**Placement by cell class**

The bar under the picture is 20 um long. Fill, decap, tap and diode cells in grey.
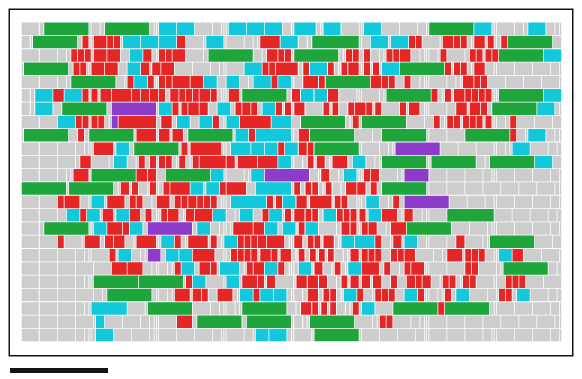
**Met1 routing**

Supply wires on this layer in grey.
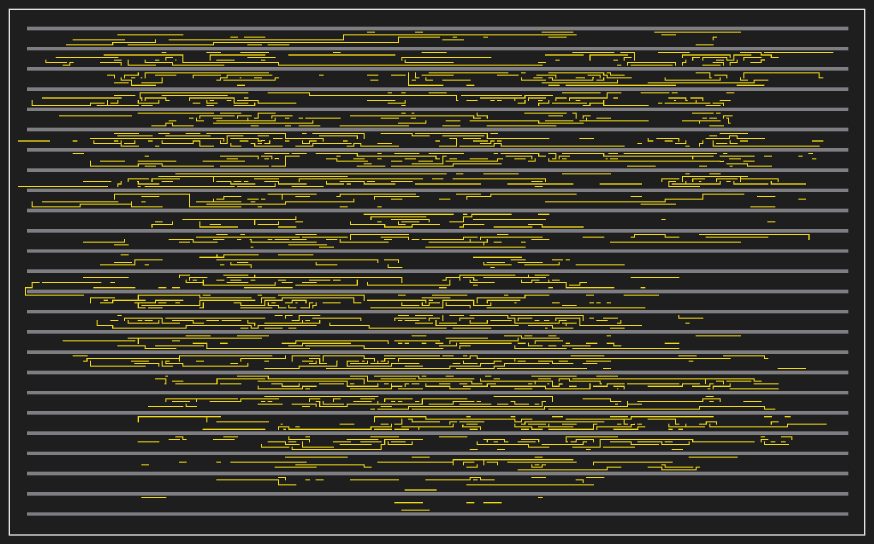
**Signal wires by layer**

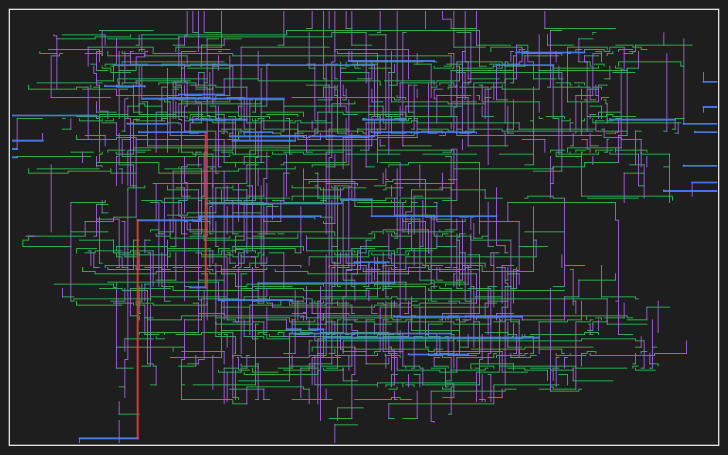
**Wire density map**

The die is cut into 23 by 14 equal tiles; black is low, pale yellow is high, scaled to the fullest tile. Values are wire area over tile area, all layers added.
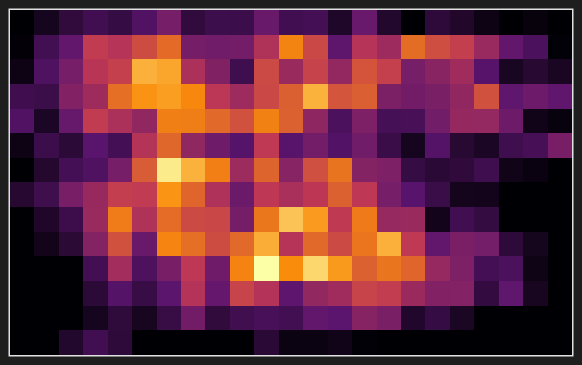
**Placement view**

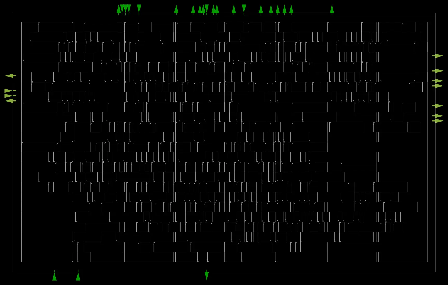
$ cat config.mk
export PLATFORM = sky130hd
export DESIGN_NAME = keypad_entry_ctrl_flat
export DESIGN_NICKNAME = d
export VERILOG_FILES = /design/src/rtl/keypad_pkg.sv /design/src/rtl/keypad_entry_ctrl_if.sv /design/src/rtl/keypad_event_detect.sv /design/src/rtl/keypad_entry_ctrl.sv /design/src/flat_wrapper.sv
export SDC_FILE = /design/constraint.sdc
export NUM_CORES = 1
export LEC_CHECK = 0
export ABC_AREA = 1
export CAP_MARGIN = 20
export CORE_ASPECT_RATIO = 0.6
export CORE_MARGIN = 2
export CORE_UTILIZATION = 40
export CTS_CLUSTER_DIAMETER = 60
export DETAILED_ROUTE_END_ITERATION = 6
export PLACE_DENSITY = 0.65
export SLEW_MARGIN = 5
export SYNTH_ARGS = -nofsm -noshare
export SYNTH_HDL_FRONTEND = slang
export SYNTH_SLANG_ARGS = --single-unit
$ cat constraint.sdc
create_clock -name clk -period 1.7 [get_ports clk]
set_clock_uncertainty 0.2 [all_clocks]
set_input_delay 0.17 -clock clk [delete_from_list [all_inputs] [get_ports clk]]
set_output_delay 0.17 -clock clk [all_outputs]
set_load 0.01 [all_outputs]
$ cat src/rtl/keypad_pkg.sv
// Shared definitions for the keypad entry controller.
//   KEY_*        : special key codes from the 4x4 keypad scanner
//   entry_state_t: entry FSM state encoding
//   is_digit()   : true for the ten numeric key codes
package keypad_pkg;

  localparam logic [5:0] KEY_DIGIT_MAX = 6'h09;
  localparam logic [5:0] KEY_STAR      = 6'h0E;  // CLEAR
  localparam logic [5:0] KEY_HASH      = 6'h0F;  // ENTER

  typedef enum logic [1:0] {
    IDLE    = 2'd0,
    COLLECT = 2'd1,
    PRESENT = 2'd2
  } entry_state_t;

  function automatic logic is_digit(input logic [5:0] code);
    return code <= KEY_DIGIT_MAX;
  endfunction

endpackage

$ cat src/rtl/keypad_entry_ctrl_if.sv
// Finished-entry handshake between keypad_entry_ctrl and its consumer.
//   entry_data  : packed BCD digits, most recent digit in [3:0]
//   entry_len   : number of digits held
//   entry_valid : entry complete and stable
//   entry_ready : consumer accepts the entry
// master = controller side, slave = consumer side.
interface keypad_entry_ctrl_if #(
  parameter int MAX_DIGITS = 4
);
  logic [4*MAX_DIGITS-1:0] entry_data;
  logic [3:0]              entry_len;
  logic                    entry_valid;
  logic                    entry_ready;

  modport master (output entry_data, output entry_len, output entry_valid, input entry_ready);
  modport slave  (input entry_data, input entry_len, input entry_valid, output entry_ready);
endinterface

$ cat src/rtl/keypad_event_detect.sv
// Turns the keypad scanner's level-type data-enable into one event per press.
//   key_valid/key_code : scanner Data_ena / Dout
//   evt                : high in the cycle key_valid rises (combinational)
//   evt_code           : key code to act on while evt is high
module keypad_event_detect (
  input  logic       clk,
  input  logic       rst_n,
  input  logic [5:0] key_code,
  input  logic       key_valid,
  output logic       evt,
  output logic [5:0] evt_code
);

  logic kv_q;

  // kv_q resets to 1 so a key still held when reset is released is not
  // mistaken for a fresh press; the key must be released first.
  always_ff @(posedge clk or negedge rst_n) begin
    if (!rst_n) begin
      kv_q <= 1'b1;
    end else begin
      // NOTE: non-blocking assignment for all clocked state so every register
      // samples pre-edge values regardless of statement order.
      kv_q <= key_valid;
    end
  end

  assign evt      = key_valid & ~kv_q;
  assign evt_code = key_code;

endmodule

$ cat src/rtl/keypad_entry_ctrl.sv
// Assembles keypad presses into BCD entries and presents them over a
// valid/ready handshake.
//   clk, rst_n      : clock, asynchronous active-low reset
//   key_code        : scanner key code
//   key_valid       : scanner data-enable (level, may be held)
//   entry           : finished-entry handshake (master side)
//   busy            : state is not IDLE
//   err_pulse       : overflow digit, empty ENTER, or key pressed while presenting
//   timeout_pulse   : partial entry discarded after inactivity
module keypad_entry_ctrl
  import keypad_pkg::*;
#(
  parameter int MAX_DIGITS     = 4,
  parameter int TIMEOUT_CYCLES = 25_000_000
) (
  input  logic                  clk,
  input  logic                  rst_n,
  input  logic [5:0]            key_code,
  input  logic                  key_valid,
  keypad_entry_ctrl_if.master   entry,
  output logic                  busy,
  output logic                  err_pulse,
  output logic                  timeout_pulse
);

  localparam int W     = 4 * MAX_DIGITS;
  localparam int CNT_W = $clog2(TIMEOUT_CYCLES);
  localparam logic [CNT_W-1:0] CNT_LAST = CNT_W'(TIMEOUT_CYCLES - 1);
  localparam logic [3:0]       LEN_MAX  = 4'(MAX_DIGITS);

  logic             evt;
  logic [5:0]       evt_code;
  logic [W-1:0]     digit_ext;

  entry_state_t     state;
  logic [W-1:0]     data_q;
  logic [3:0]       len_q;
  logic             valid_q;
  logic [CNT_W-1:0] idle_cnt;

  keypad_event_detect u_evt (
    .clk       (clk),
    .rst_n     (rst_n),
    .key_code  (key_code),
    .key_valid (key_valid),
    .evt       (evt),
    .evt_code  (evt_code)
  );

  assign digit_ext = W'(evt_code[3:0]);

  always_ff @(posedge clk or negedge rst_n) begin
    if (!rst_n) begin
      // NOTE: the digit register is reset too: it drives entry_data directly
      // and must read zero out of reset, not whatever powered up.
      state         <= IDLE;
      data_q        <= '0;
      len_q         <= '0;
      valid_q       <= 1'b0;
      busy          <= 1'b0;
      err_pulse     <= 1'b0;
      timeout_pulse <= 1'b0;
      idle_cnt      <= '0;
    end else begin
      err_pulse     <= 1'b0;
      timeout_pulse <= 1'b0;

      case (state)
        IDLE: begin
          idle_cnt <= '0;
          if (evt && is_digit(evt_code)) begin
            data_q <= digit_ext;
            len_q  <= 4'd1;
            busy   <= 1'b1;
            state  <= COLLECT;
          end else if (evt && evt_code == KEY_HASH) begin
            err_pulse <= 1'b1;  // ENTER with nothing typed
          end
        end

        COLLECT: begin
          if (evt) begin
            // Any key, even an ignored code, counts as activity.
            idle_cnt <= '0;
            if (is_digit(evt_code)) begin
              if (len_q < LEN_MAX) begin
                data_q <= (data_q << 4) | digit_ext;
                len_q  <= len_q + 4'd1;
              end else begin
                err_pulse <= 1'b1;
              end
            end else if (evt_code == KEY_STAR) begin
              data_q <= '0;
              len_q  <= '0;
              busy   <= 1'b0;
              state  <= IDLE;
            end else if (evt_code == KEY_HASH) begin
              valid_q <= 1'b1;
              state   <= PRESENT;
            end
          end else if (idle_cnt == CNT_LAST) begin
            // Expiry is checked only when no key arrives, so a key landing
            // on the expiry cycle wins.
            idle_cnt      <= '0;
            data_q        <= '0;
            len_q         <= '0;
            busy          <= 1'b0;
            timeout_pulse <= 1'b1;
            state         <= IDLE;
          end else begin
            idle_cnt <= idle_cnt + 1'b1;
          end
        end

        PRESENT: begin
          if (valid_q && entry.entry_ready) begin
            data_q  <= '0;
            len_q   <= '0;
            valid_q <= 1'b0;
            busy    <= 1'b0;
            state   <= IDLE;
          end
          // Entry is frozen while presented; a press is always dropped.
          if (evt) begin
            err_pulse <= 1'b1;
          end
        end

        default: begin
          data_q   <= '0;
          len_q    <= '0;
          valid_q  <= 1'b0;
          busy     <= 1'b0;
          idle_cnt <= '0;
          state    <= IDLE;
        end
      endcase
    end
  end

  assign entry.entry_data  = data_q;
  assign entry.entry_len   = len_q;
  assign entry.entry_valid = valid_q;

endmodule

$ cat src/flat_wrapper.sv
// flat-port wrapper written by rule: the top's interface ports become plain ports
module keypad_entry_ctrl_flat import keypad_pkg::*;
#(
  parameter int MAX_DIGITS     = 4,
  parameter int TIMEOUT_CYCLES = 25_000_000
)
  (clk, rst_n, key_code, key_valid, busy, err_pulse, timeout_pulse, entry_entry_data, entry_entry_len, entry_entry_valid, entry_entry_ready);
  keypad_entry_ctrl_if #(.MAX_DIGITS(MAX_DIGITS)) entry_i ();
  input  logic clk;
  input  logic rst_n;
  input  logic [5:0] key_code;
  input  logic key_valid;
  output logic busy;
  output logic err_pulse;
  output logic timeout_pulse;
  output wire logic [$bits(entry_i.entry_data)-1:0] entry_entry_data;
  output wire logic [$bits(entry_i.entry_len)-1:0] entry_entry_len;
  output wire logic [$bits(entry_i.entry_valid)-1:0] entry_entry_valid;
  input wire logic [$bits(entry_i.entry_ready)-1:0] entry_entry_ready;
  assign entry_entry_data = entry_i.entry_data;
  assign entry_entry_len = entry_i.entry_len;
  assign entry_entry_valid = entry_i.entry_valid;
  assign entry_i.entry_ready = entry_entry_ready;
  keypad_entry_ctrl #(.MAX_DIGITS(MAX_DIGITS), .TIMEOUT_CYCLES(TIMEOUT_CYCLES)) u_core (.clk(clk), .rst_n(rst_n), .key_code(key_code), .key_valid(key_valid), .entry(entry_i), .busy(busy), .err_pulse(err_pulse), .timeout_pulse(timeout_pulse));
endmodule
==> GITHUB_STEP_SUMMARY <==
## PnR job results

| Metric | Value |
|---|---|
| Outcome | finished with violations |
| Violated checks | negative setup slack |
| Met2 routed WL | ~3300 um |
| Critical Path, Cell by Cell | ha_2 > inv_2 > nor2_4 > nand2_1 > nor2_1 > nand2_1 > nand2_4 > nand3_4 > buf_12 > and2_1 |
| Antenna violations before repair | 0 |
| Global-route wire length before repair | 13650 um |
| Hold_ws | 0.08827 ns |
| Worst-margin pin slew | about 0.3 ns |
| Worst setup margin | -0.1084 ns |
| Hold Violations, Final | 0 |
| Post-synth regs | 52 |
| Unrepaired setup endpoints after global routing | yes |
| Top routing layer used | met4 |
| # hold bufs at CTS | 1 |
| Worst path most repeated cell | nand2_1 |
| Starting Density | 40.89% |
| Max-cap violations | 0 |
| DR pass1 iterations | 5 |
| Metal-1 WL | 4373 um |
| Post-CTS resize count | 35 |
| Post-DP Area | 3854 um2 |
| Bufs and invs on worst path | 2 |
| Setup violators final | roughly 45 |
| Mapped Cells | 402 |
| Sink Count | 52 |
| CP max-delay cell | dfrtp_1 |
| Clk slew on worst S/H paths | 0.07 ns |
| Worst vdd rail ir drop | 0.7948 mV |
| Cell accounting for the most synthesized area | dfrtp_1 |
| Antenna diode count | 0 |
| DR DRC count | 0 |
| Netlist Area Pre-Place | 2947 um2 |
| Die width | about 110 um |
| WL met3 | 487 um |
| Setup bufs post-CTS | 4 |
| Synth cell types | 33 |
| Largest net degree at the start of global routing | 28 |
| Biggest area cells | dfrtp_1, nand2_1, nor2_1, inv_1, nand4_1 |
| Main flop type | dfrtp_1 |
| Top cells excl fill/tap | nand2_1, buf_4, nor2_1 |
-- 'placement by cell class' (at the start) --
legend:
  red:
    class: combinational and other logic
    cells: 339
  purple:
    class: clock drivers and dummy loads
    cells: 8
  cyan:
    class: other buffers and delay cells
    cells: 109
  green:
    class: flops
    cells: 52
Final Core Density: 59.34%
Finished Cell Area: 4277 um2
fraction of area in registers: 30.49%
FP Rows: 24

-- 'met1 routing' (at the start) --
share of all routed wire: 53%
nets with wire on the layer: 481
longest straight run: 36.3 um
main direction: horizontal
WL final: 8207 um
GR Layer Usage met1: 34.99%
via count: 2989

-- 'signal wires by layer' (at the start) --
legend:
  green:
    layer: metal 1
    wire_length: 4370 um
  blue:
    layer: metal 3
    wire_length: 487 um
  purple:
    layer: metal 2
    wire_length: 3290 um
  red:
    layer: metal 4
    wire_length: 60.5 um

-- 'wire density map' (at the start) --
tiles over half the peak: 24%
fullest tile: 0.52
nearly empty tiles: 15%
Wirelength per Cell: 13.70 um
total track usage: 21.46%

-- 'placement view' (at the start) --
final non-filler cell total: 599
# fillers: 640
Flops: 52

sequential cells by signal (all words and copies together) (netlist names):
name and flops:
u_core.idle_cnt 25, u_core.entry.entry_data 16, u_core.entry.entry_len 4, u_core.err_pulse 1, u_core.state 2, u_core.timeout_pulse 1
u_core.u_evt.kv_q 1, u_core.busy 1, u_core.entry.entry_valid 1
worst register-to-register path: cells and delay by family (launching register included):
family,cells,cell delay [ns]
simple gates,7,0.73
flops,1,0.36
fa+ha+maj,1,0.19
buf+inv,2,0.20
cells by family (layout without fill, tap and decap cells):
kind of cell             count (synthesis)  in the layout  synth area share (%)
buffers and inverters                   61            167                 9.341
adder cells (fa/ha/maj)                  2              2                0.8491
XOR/XNOR                                 5              5                 1.486
AND/OR/NAND/NOR                        251            251                 38.34
flip-flops                              52             52                 44.20
AND-OR/OR-AND                           31             31                 5.775
Yosys cell counts, types with 6 or more instances:
| cell | number |
|---|---|
| o21ai_0 | 7 |
| dfrtp_1 | 51 |
| nand2_2 | 6 |
| o21ai_1 | 7 |
| nand3_1 | 18 |
| nand2_1 | 111 |
| nand3b_1 | 6 |
| nor2_1 | 62 |
| nand4_1 | 24 |
| inv_2 | 9 |
| nor3_1 | 10 |
| a21oi_1 | 12 |
| nor2_2 | 6 |
| inv_1 | 40 |
path summary, 6_finish.rpt:
path | from | endpoint | slack [ns] | cells past startpoint
worst max-delay path | u_core.idle_cnt[1]$_DFFE_PN0N_ | u_core.entry.entry_len[3]$_DFFE_PN0P_ | -0.11 | 10
worst min-delay path | rst_n | u_core.idle_cnt[5]$_DFFE_PN0N_ | 0.09 | 2
worst max register to register | u_core.idle_cnt[1]$_DFFE_PN0N_ | u_core.entry.entry_len[3]$_DFFE_PN0P_ | -0.11 | 10
worst min register to register | u_core.entry.entry_data[15]$_DFFE_PN0P_ | u_core.entry.entry_data[15]$_DFFE_PN0P_ | 0.28 | 2
max in group asynchronous | rst_n | u_core.u_evt.kv_q$_DFF_PN1_ | 0.63 | 3
min in group clk | key_valid | u_core.u_evt.kv_q$_DFF_PN1_ | 0.17 | 1
report_power, final:
| part | leakage (nW) | internal (mW) | total (mW) | switching, mW |
|---|---|---|---|---|
| Combinational | 1.23 | 0.693 | 1.61 | 0.913 |
| Clock | 0.0701 | 0.588 | 1.05 | 0.463 |
| Sequential | 0.711 | 1.35 | 1.48 | 0.126 |
through the flow:
stage	power, mW	instances	setup TNS [ns]
floorplan	2.312	402	0
global placement	2.902	582	-9.047
detailed placement	2.911	582	-11.66
CTS	4.101	595	-1.500
global route	4.376	599	-7.275
finish	4.132	599	-3.327
area by class of cell:
cell class                 count  area (um2)  share of cell area (%)
multi-input combinational    289        1551                   36.28
sequential                    52        1304                   30.49
timing repair buffer         109       965.9                   22.59
clock inverter                 1       7.507                  0.1755
inverter                      50       191.4                   4.476
tap                           91       113.9                   2.662
clock buffer                   7       142.6                   3.335
layer usage:
metal  vias to the layer above  global-route usage (%)
met5                         -                       0
met4                         0                   4.418
met3                         5                   3.819
met2                        74                   29.06
met1                      1415                   34.99
li1                       1495                       -
Power and IR drop assume default switching activity.
